`src/rtl/interleave_pkg.sv`:
```
// Shared definitions for the interleave_tx slice: FSM state encoding and
// default frame geometry.
package interleave_pkg;

    typedef enum logic [1:0] {
        IDLE = 2'd0,
        SEND = 2'd1,
        GAP  = 2'd2
    } state_t;

    localparam int DW_DEF   = 6;
    localparam int NCH_DEF  = 4;
    localparam int NFRM_DEF = 4;

endpackage

```
`src/rtl/interleave_fifo.sv`:
```
// Synchronous frame FIFO for interleave_tx: DEPTH entries of W bits with an
// occupancy count, a registered ready flag and a look-ahead read port.
module interleave_fifo #(
    parameter int  W     = 24,
    parameter int  DEPTH = 4,
    localparam int AW    = (DEPTH > 1) ? $clog2(DEPTH) : 1,
    localparam int CW    = $clog2(DEPTH + 1)
) (
    input  logic          clk,
    input  logic          rst_n,
    input  logic          push,
    input  logic          pop,
    input  logic [W-1:0]  wr_data,
    output logic [W-1:0]  rd_data,
    output logic [W-1:0]  rd_data_next,
    output logic [CW-1:0] count,
    output logic          ready
);

    logic [W-1:0]  mem [DEPTH];
    logic [AW-1:0] wr_ptr;
    logic [AW-1:0] rd_ptr;
    logic [CW-1:0] count_n;

    function automatic logic [AW-1:0] bump(input logic [AW-1:0] p);
        return (p == AW'(DEPTH - 1)) ? '0 : p + 1'b1;
    endfunction

    always_comb begin
        // NOTE: assign a default first so every path drives count_n and no latch is inferred.
        count_n = count;
        case ({push, pop})
            2'b10:   count_n = count + 1'b1;
            2'b01:   count_n = count - 1'b1;
            default: count_n = count;
        endcase
    end

    always_ff @(posedge clk or negedge rst_n) begin
        if (!rst_n) begin
            wr_ptr <= '0;
            rd_ptr <= '0;
            count  <= '0;
            ready  <= 1'b0;
        end else begin
            // NOTE: non-blocking so every register here samples pre-edge values.
            if (push) wr_ptr <= bump(wr_ptr);
            if (pop)  rd_ptr <= bump(rd_ptr);
            count <= count_n;
            ready <= (count_n < CW'(DEPTH));
        end
    end

    // NOTE: storage is not reset; count alone decides which entries hold valid frames.
    always_ff @(posedge clk) begin
        if (push) mem[wr_ptr] <= wr_data;
    end

    assign rd_data      = mem[rd_ptr];
    assign rd_data_next = mem[bump(rd_ptr)];

endmodule

```
`src/rtl/interleave_tx.sv`:
```
// Buffers NCH-channel frames and emits bursts of NFRM frames one channel slot
// per cycle. Define INTERLEAVE_TX_STAT_EN to add the burst_cnt statistics port.
module interleave_tx
    import interleave_pkg::*;
#(
    parameter int DW    = DW_DEF,
    parameter int NCH   = NCH_DEF,
    parameter int NFRM  = NFRM_DEF,
    parameter int DEPTH = 4
) (
    input  logic              clk,
    input  logic              rst_n,
    input  logic              in_valid,
    output logic              in_ready,
    input  logic [NCH*DW-1:0] in_data,
    output logic [DW-1:0]     dout,
    output logic              en,
    output logic              busy
`ifdef INTERLEAVE_TX_STAT_EN
    ,
    output logic [15:0]       burst_cnt
`endif
);

    localparam int CW = $clog2(DEPTH + 1);
    localparam int SW = (NCH > 1) ? $clog2(NCH) : 1;
    localparam int FW = (NFRM > 1) ? $clog2(NFRM) : 1;

    state_t             state, state_n;
    logic [SW-1:0]      slot, slot_n;
    logic [FW-1:0]      frm, frm_n;
    logic [CW-1:0]      count;
    logic [NCH*DW-1:0]  head, head_next, src;
    logic [DW-1:0]      dout_n;
    logic               en_n, accept, pop, burst_ok, last_slot, last_frm;

    assign accept    = in_valid & in_ready;
    assign burst_ok  = (count >= CW'(NFRM));
    assign last_slot = (slot == SW'(NCH - 1));
    assign last_frm  = (frm == FW'(NFRM - 1));

    interleave_fifo #(
        .W     (NCH * DW),
        .DEPTH (DEPTH)
    ) u_fifo (
        .clk          (clk),
        .rst_n        (rst_n),
        .push         (accept),
        .pop          (pop),
        .wr_data      (in_data),
        .rd_data      (head),
        .rd_data_next (head_next),
        .count        (count),
        .ready        (in_ready)
    );

    always_ff @(posedge clk or negedge rst_n) begin
        if (!rst_n) begin
            state <= IDLE;
            slot  <= '0;
            frm   <= '0;
            en    <= 1'b0;
            dout  <= '0;
        end else begin
            state <= state_n;
            slot  <= slot_n;
            frm   <= frm_n;
            en    <= en_n;
            dout  <= dout_n;
        end
    end

    always_comb begin
        state_n = state;
        slot_n  = slot;
        frm_n   = frm;
        unique case (state)
            IDLE: begin
                if (burst_ok) begin
                    state_n = SEND;
                    slot_n  = '0;
                    frm_n   = '0;
                end
            end
            SEND: begin
                if (last_slot) begin
                    slot_n = '0;
                    if (last_frm) begin
                        state_n = GAP;
                        frm_n   = '0;
                    end else begin
                        frm_n = frm + 1'b1;
                    end
                end else begin
                    slot_n = slot + 1'b1;
                end
            end
            GAP:     state_n = burst_ok ? SEND : IDLE;
            default: state_n = IDLE;
        endcase
    end

    // dout/en are loaded with next-cycle values; after a pop the head has
    // already advanced, so the look-ahead frame is the source.
    always_comb begin
        pop    = (state == SEND) && last_slot;
        busy   = (state != IDLE);
        src    = pop ? head_next : head;
        en_n   = (state_n == SEND);
        dout_n = en_n ? src[int'(slot_n)*DW +: DW] : '0;
    end

`ifdef INTERLEAVE_TX_STAT_EN
    always_ff @(posedge clk or negedge rst_n) begin
        if (!rst_n) begin
            burst_cnt <= '0;
        end else if (state == GAP) begin
            burst_cnt <= burst_cnt + 16'd1;
        end
    end
`endif

endmodule

```
`config.mk`:
```
export PLATFORM = sky130hd
export DESIGN_NAME = interleave_tx
export DESIGN_NICKNAME = d
export VERILOG_FILES = /design/src/rtl/interleave_pkg.sv /design/src/rtl/interleave_fifo.sv /design/src/rtl/interleave_tx.sv
export SDC_FILE = /design/constraint.sdc
export NUM_CORES = 1
export LEC_CHECK = 0
export CAP_MARGIN = 0
export CORE_UTILIZATION = 33
export CTS_BUF_LIST = sky130_fd_sc_hd__clkbuf_8
export DETAILED_ROUTE_END_ITERATION = 16
export GPL_TIMING_DRIVEN = 0
export SLEW_MARGIN = 20
export SYNTH_ARGS = -nofsm -noshare
export SYNTH_HDL_FRONTEND = slang
export SYNTH_SLANG_ARGS = --single-unit
```
`constraint.sdc`:
```
create_clock -name clk -period 3.1 [get_ports clk]
set_input_delay 0.465 -clock clk [delete_from_list [all_inputs] [get_ports clk]]
set_output_delay 0.465 -clock clk [all_outputs]
set_load 0.01 [all_outputs]
```
**Placement density heat map**

The die is cut into 13 by 13 equal tiles; black is low, pale yellow is high, 0 to 100% covered.
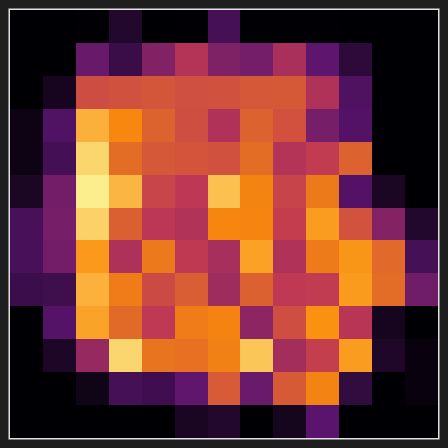
nearly empty tiles = 23%
mean over tiles = 36%
densest ninth of the die = center
emptiest ninth of the die = north-east
standard cell core area: 16600 sq um
starting density of the core: 0.339
Util after Layout: 0.402

**Routing congestion**

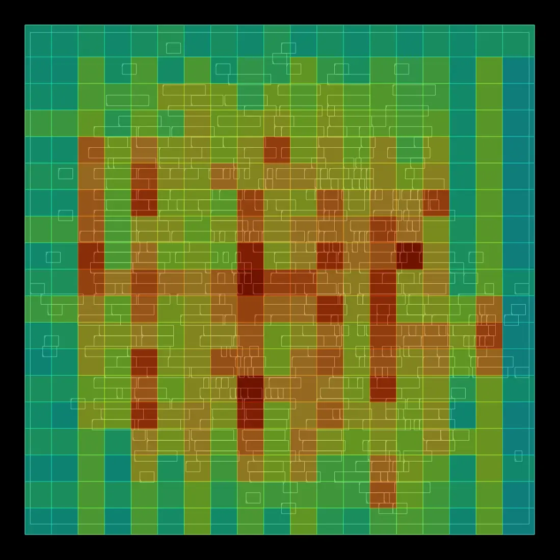
routed wire length per instance: 18.8 um
global-route layer with the greatest usage: met2
met1 demand-to-capacity share in global routing: 0.189
met2 track utilization from global routing: 0.251
met3 routing resource usage after global routing: 0.0421

**Cells colored by class**

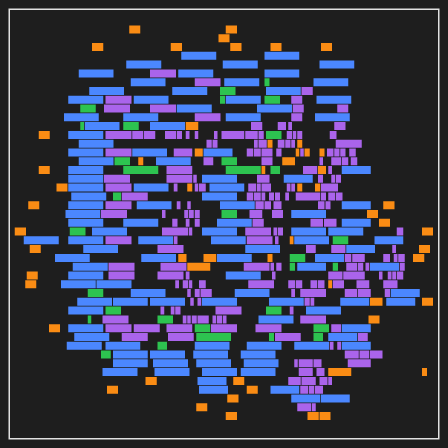
purple -> all other logic  # cells 213, share of their area 32%
green -> clock drivers and dummy loads  # cells 32, share of their area 6.2%
orange -> other buffers and delay cells  # cells 57, share of their area 8.0%
blue -> flip-flops  # cells 117, share of their area 53%

==> impl_table.tex <==
% Table of physical implementation metrics
\begin{tabular}{lr}
\hline
Metric & Value \\
\hline
\multicolumn{2}{l}{\textbf{Cells and area}} \\
\quad Non-clock buffer share & 0.0770 \\
\quad Proportion of cell area occupied by multi-input gates & 0.304 \\
\quad Layout multi-input combinational cell count & 204 \\
\quad Biggest area consumer among cell classes & sequential cells \\
\quad Share of cells above drive strength 1 & 0.258 \\
\quad Fraction of area in clock buffers and inverters & 0.0599 \\
\multicolumn{2}{l}{\textbf{Critical path}} \\
\quad Worst path buffer plus inverter count & 3 \\
\quad Depth of the worst register-to-register path & 10 \\
\multicolumn{2}{l}{\textbf{Yosys}} \\
\quad Count of state elements after synthesis & 117 \\
\quad Synth logic family & multiplexers \\
\multicolumn{2}{l}{\textbf{Timing}} \\
\quad Worst Hold Margin & $\sim$0.00064 ns \\
\quad Worst Clk Skew & 0.00923 ns \\
\quad Clock period minus final worst setup slack & 2.74 ns \\
\quad TNS Setup & 0 ns \\
\multicolumn{2}{l}{\textbf{Hold path}} \\
\quad Worst hold path class & in -> async \\
\multicolumn{2}{l}{\textbf{Routing}} \\
\quad Antenna violation net count after detailed routing & 0 \\
\quad DRC violation total after the first TritonRoute iteration & 231 \\
\multicolumn{2}{l}{\textbf{Clock tree}} \\
\quad Hold-fix buffers at CTS & 0 \\
\quad Clock buffers created by TritonCTS & 17 \\
\multicolumn{2}{l}{\textbf{Power and ir drop}} \\
\quad Leakage & approximately 2.3 nW \\
\multicolumn{2}{l}{\textbf{Placement}} \\
\quad Detailed placement HPWL & between 7000 and 8000 um \\
\multicolumn{2}{l}{\textbf{Run status}} \\
\quad Status & complete, no violations \\
\multicolumn{2}{l}{\textbf{GRT}} \\
\quad Initial antenna violation count & 0 \\
\hline
\end{tabular}
## final timing paths
| kind | endpoint | slack (ns) |
|---|---|---|
| worst max-delay path | u_fifo.ready | 0.36 |
| worst min-delay path | frm[1] | 0.0006 |
| worst max register to register | u_fifo.ready | 0.36 |
| worst min register to register | u_fifo.count[0] | 0.52 |
| max in group asynchronous | dout[1] | 2.74 |
| min in group clk | u_fifo.count[0] | 0.52 |
## cells in the mapped netlist, drive strengths merged
master / count / area (sq um)
o21ai: 10 / 50.1
or4b: 1 / 10.0
a31oi: 13 / 96.3
nand2: 44 / 168
nand3b: 3 / 26.3
nand2b: 1 / 6.26
dfrtp: 21 / 526
inv: 7 / 26.3
a22o: 1 / 8.76
a21o: 1 / 7.51
nor2b: 5 / 31.3
a32oi: 1 / 8.76
o21bai: 1 / 11.3
and3: 7 / 43.8
nor3b: 1 / 7.51
nand3: 12 / 60.1
o2bb2ai: 1 / 8.76
clkinv: 2 / 20.0
and2: 3 / 18.8
clkbuf: 2 / 7.51
o41ai: 1 / 8.76
mux2: 9 / 101
xor2: 1 / 8.76
nor2: 6 / 38.8
a21boi: 1 / 18.8
nor3: 3 / 15.0
buf: 19 / 140
fa: 1 / 20.0
edfxtp: 96 / 2880
a21oi: 7 / 35.0
xnor2: 2 / 17.5
o221ai: 1 / 15.0
a211oi: 2 / 15.0
ha: 9 / 113
a32o: 5 / 50.1
mux4: 39 / 878
mux2i: 12 / 120
## report_power, final
group | internal [mW] | switching, mW
sequential | 2.06 | 0.160
combinational | 1.63 | 1.91
clock | 0.784 | 0.602
## routing by layer
metal  share of wire  GRT usage  vias up
met5               0          0        -
met4           0.022     0.0683        0
met3           0.065     0.0421       20
met2            0.49      0.251      105
met1            0.42      0.189     1642
li1                -          -     1504
Power figures rest on the tool's default switching activity, not on a simulated workload.
